power_grid.png
Bar = 20 um. Pins as bars on the die edge.
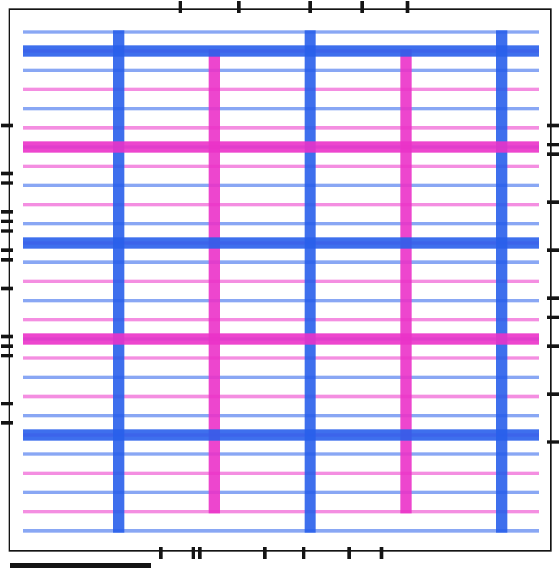
placement_by_type.png
Bar = 20 um.
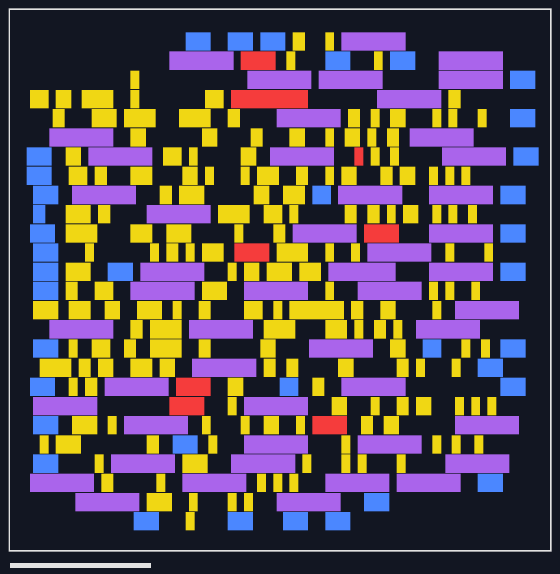
clk_routes.png
Bar = 20 um.
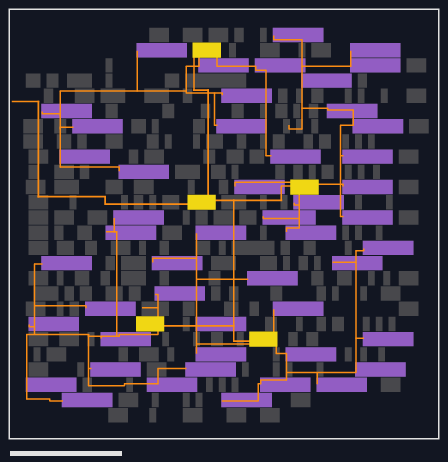
## config.mk

```make
export PLATFORM = sky130hd
export DESIGN_NAME = bcd_to_bin
export DESIGN_NICKNAME = d
export VERILOG_FILES = /design/src/rtl/bcd_to_bin.sv
export SDC_FILE = /design/constraint.sdc
export NUM_CORES = 1
export LEC_CHECK = 0
export CELL_PAD_IN_SITES_DETAIL_PLACEMENT = 1
export CELL_PAD_IN_SITES_GLOBAL_PLACEMENT = 1
export CORE_MARGIN = 1.5
export CORE_UTILIZATION = 44
export CTS_CLUSTER_DIAMETER = 30
export CTS_CLUSTER_SIZE = 14
export DETAILED_ROUTE_END_ITERATION = 12
export GPL_TIMING_DRIVEN = 1
export HOLD_SLACK_MARGIN = 0.12
export PLACE_DENSITY = 0.87
export SETUP_SLACK_MARGIN = 0.02
export SLEW_MARGIN = 20
export SYNTH_ARGS = -nofsm -noshare
export SYNTH_HDL_FRONTEND = slang
export SYNTH_SLANG_ARGS = --single-unit
```

## constraint.sdc

```tcl
create_clock -name clk -period 4.15 [get_ports clk]
set_clock_uncertainty 0.05 [all_clocks]
set_input_delay 0.83 -clock clk [delete_from_list [all_inputs] [get_ports clk]]
set_output_delay 0.83 -clock clk [all_outputs]
set_load 0.01 [all_outputs]
```

## src/rtl/bcd_to_bin.sv

```systemverilog
// bcd_to_bin
//   Sequential packed-BCD to binary converter (reverse double-dabble).
//   On each iteration the working register is shifted right by one bit.
//   Every BCD digit in the upper field that is now >= 8 then has 3
//   subtracted from it. After WIDTH iterations the low WIDTH bits hold
//   the binary value.
//
// Ports
//   clk     in   rising-edge clock
//   reset   in   asynchronous, active-high reset
//   start   in   request conversion of bcd_in (sampled only in IDLE)
//   bcd_in  in   packed BCD, digit 0 in [3:0]
//   busy    out  conversion in progress
//   done    out  one-cycle pulse, result valid
//   result  out  binary value, held until the next done
//   err     out  invalid-digit flag (only built with BCD_CHECK_EN)
//
// Build option
//   BCD_CHECK_EN : when defined, any digit > 9 at the start edge makes the
//                  conversion finish with err=1 and result=0.
//
// state | meaning
// ------+---------------------------------------------------------------
// IDLE  | waiting for start; done pulses here for one cycle after a run
// SHIFT | one shift/correct iteration per clock, WIDTH iterations total
module bcd_to_bin #(
    parameter int DIGITS = 4,
    parameter int WIDTH  = 14
) (
    input  logic                clk,
    input  logic                reset,
    input  logic                start,
    input  logic [4*DIGITS-1:0] bcd_in,
    output logic                busy,
    output logic                done,
    output logic [WIDTH-1:0]    result,
    output logic                err
);

    localparam int BW = 4 * DIGITS;
    localparam int SW = BW + WIDTH;
    localparam int CW = $clog2(WIDTH + 1);
    localparam logic [CW-1:0] LAST = CW'(WIDTH - 1);

    typedef enum logic {
        IDLE,
        SHIFT
    } state_t;

    state_t           state_q, state_d;
    logic [SW-1:0]    sr_q, sr_d;
    logic [SW-1:0]    step;
    logic [CW-1:0]    cnt_q, cnt_d;
    logic             done_q, done_d;
    logic [WIDTH-1:0] result_q, result_d;

`ifdef BCD_CHECK_EN
    logic bad_q, bad_d;
    logic err_q, err_d;
    logic bad_in;

    always_comb begin
        bad_in = 1'b0;
        for (int d = 0; d < DIGITS; d++) begin
            if (bcd_in[4*d +: 4] > 4'd9) begin
                bad_in = 1'b1;
            end
        end
    end
`endif

    // One iteration: shift right, then fix up each BCD digit independently.
    // Digits live above the low WIDTH result bits; no borrow between digits.
    always_comb begin
        step = sr_q >> 1;
        for (int d = 0; d < DIGITS; d++) begin
            if (step[WIDTH+4*d +: 4] >= 4'd8) begin
                step[WIDTH+4*d +: 4] = step[WIDTH+4*d +: 4] - 4'd3;
            end
        end
    end

    always_comb begin
        state_d  = state_q;
        sr_d     = sr_q;
        cnt_d    = cnt_q;
        done_d   = 1'b0;
        result_d = result_q;
`ifdef BCD_CHECK_EN
        bad_d    = bad_q;
        err_d    = err_q;
`endif
        case (state_q)
            IDLE: begin
                if (start) begin
                    sr_d    = {bcd_in, {WIDTH{1'b0}}};
                    cnt_d   = '0;
                    state_d = SHIFT;
`ifdef BCD_CHECK_EN
                    bad_d   = bad_in;
`endif
                end
            end
            SHIFT: begin
                sr_d  = step;
                cnt_d = cnt_q + CW'(1);
                if (cnt_q == LAST) begin
                    state_d = IDLE;
                    done_d  = 1'b1;
`ifdef BCD_CHECK_EN
                    result_d = bad_q ? '0 : step[WIDTH-1:0];
                    err_d    = bad_q;
`else
                    result_d = step[WIDTH-1:0];
`endif
                end
            end
            default: state_d = IDLE;
        endcase
    end

    always_ff @(posedge clk or posedge reset) begin
        if (reset) begin
            state_q  <= IDLE;
            sr_q     <= '0;
            cnt_q    <= '0;
            done_q   <= 1'b0;
            result_q <= '0;
        end else begin
            state_q  <= state_d;
            sr_q     <= sr_d;
            cnt_q    <= cnt_d;
            done_q   <= done_d;
            result_q <= result_d;
        end
    end

`ifdef BCD_CHECK_EN
    always_ff @(posedge clk or posedge reset) begin
        if (reset) begin
            bad_q <= 1'b0;
            err_q <= 1'b0;
        end else begin
            bad_q <= bad_d;
            err_q <= err_d;
        end
    end

    assign err = err_q;
`else
    assign err = 1'b0;
`endif

    assign busy   = (state_q == SHIFT);
    assign done   = done_q;
    assign result = result_q;

endmodule

```

==> CHANGELOG.md <==
## Flow update

- Crit path capture type: output port
- #MultiIn Comb: 168
- ANT cells: 0
- Synth unique cells: 26
- Syn Area/Cell: ~9.9 sq um
- Place WS: 1.32 ns
- Fillers: ~580
- CP arrival: about 1.2 ns
- TritonCTS clock tree: done
- WL per Instance: 13.5 um
- P&R area growth vs syn: 18.6%
- Unrepaired setup endpoints after global routing: false
- Final setup viols: 0
- Gate power share: 37.4%
- XORs/XNORs by Area: about 2.9%
- Hold Path Class: reg2reg
- WHS Path Cells: 2
- Placed Cells: approximately 330
- R2r startpoint: busy
- Total Power: 1.95 mW
- Seq pwr: 0.861 mW
- Rows: 26
- Highest-delay cell along the critical path: clkdlybuf4s50_1
- Synth top cells by count: 66 x nand2_1, 49 x dfrtp_1, 16 x nand2b_1, 13 x mux2i_1, 13 x o21ai_0
- Critical Path Sink: result[1]
- Placer Congestion: 0.685
- H-tree Lvls: 2
- Vias per Instance: 5.00
- Antenna viol nets, final: 0
- Residual DRC: 0
- Crit path cell chain: clkdlybuf4s50_1
- Fraction of layout cells with a size suffix above 1: 6.27%
- Max-Cap Viols: 0
- Nets: 297
- Routed met2 length: 2320 um
- Global route overflow: 0
- FP Core Util: 46.0%
- Top Metal Used: met4
- Synth Flop Type: dfrtp_1
- First-pass GRT wire length: 8270 um
- Top cell category: sequential cells
- Die height: around 77 um
- Post-CTS sizing: 0
- Register with the most flip-flops: sr_q
- Synth Net Count: 267
- R2R setup slack: 2.32 ns
- Max-slew headroom: about 44%
- Internal: between 1 and 1.5 mW
- Crit path kind: reg2out
- Synth Cell Area: 2380 sq um
- DRT iter0 DRCs: 98
- Top cell excl fill/tap: nand2_1
- Worst slew pin tran: 0.847 ns
- Cell count in the Yosys report: 240
- Placed Instance Area: 2710 sq um
- Hold buffer count at cts: 0
- Worst path bufs/invs: 1
- Logic share of the area: between 30% and 40%
- I/O pin count: 36
- Clk cell area share: 4.12%
- Status: complete, no violations
- Chip area: between 5000 and 6000 sq um
- Hold_sp: result[8]
- Vias in the first global route: around 1800
- Yosys chip area: 2380 sq um
- Dominant cell area share: 51.5%
- Largest net degree at the start of global routing: 67
- DRT met1 WL: 2080 um
- Hold Path End: result[8]
- Most frequent logic cells in the routed design: 66 x nand2_1, 48 x dfrtp_1, 33 x clkdlybuf4s50_1
- Synth area leaders: dfrtp_1 52%, nand2_1 10%, mux2i_1 5.5%, ha_1 4.2%, nand2b_1 4.2%
- Peak Freq: ~0.48 GHz
- Combinational power: 0.727 mW
- Post-synth EDFFs: 0
- FFs w/ async S/R, synth: 100%
About power_grid.png:
| net | color |
|---|---|
| VDD | magenta |
| VSS | blue |
met5 straps: 5
met1 rails: 27
rows: 26
met4 straps: 5

About placement_by_type.png:
| class | color | cells | share of their area |
|---|---|---|---|
| other buffers and delay cells | blue | 37 | 13% |
| combinational and other logic | yellow | 177 | 38% |
| flops | purple | 49 | 45% |
| clock drivers and dummy loads | red | 8 | 4.3% |
register share of the cell area: 43.5%
final core utilization: 54.5%
Std-Cell Core Area: 5170 sq um

About clk_routes.png:
[clock wires] orange | length: 624 um
[clock drivers] yellow | count: 5
[flip-flops] purple | count: 49
routed clock nets: 6
Clock power frac: 18.4%
clock-net power: 0.358 mW

Power and IR drop assume default switching activity.
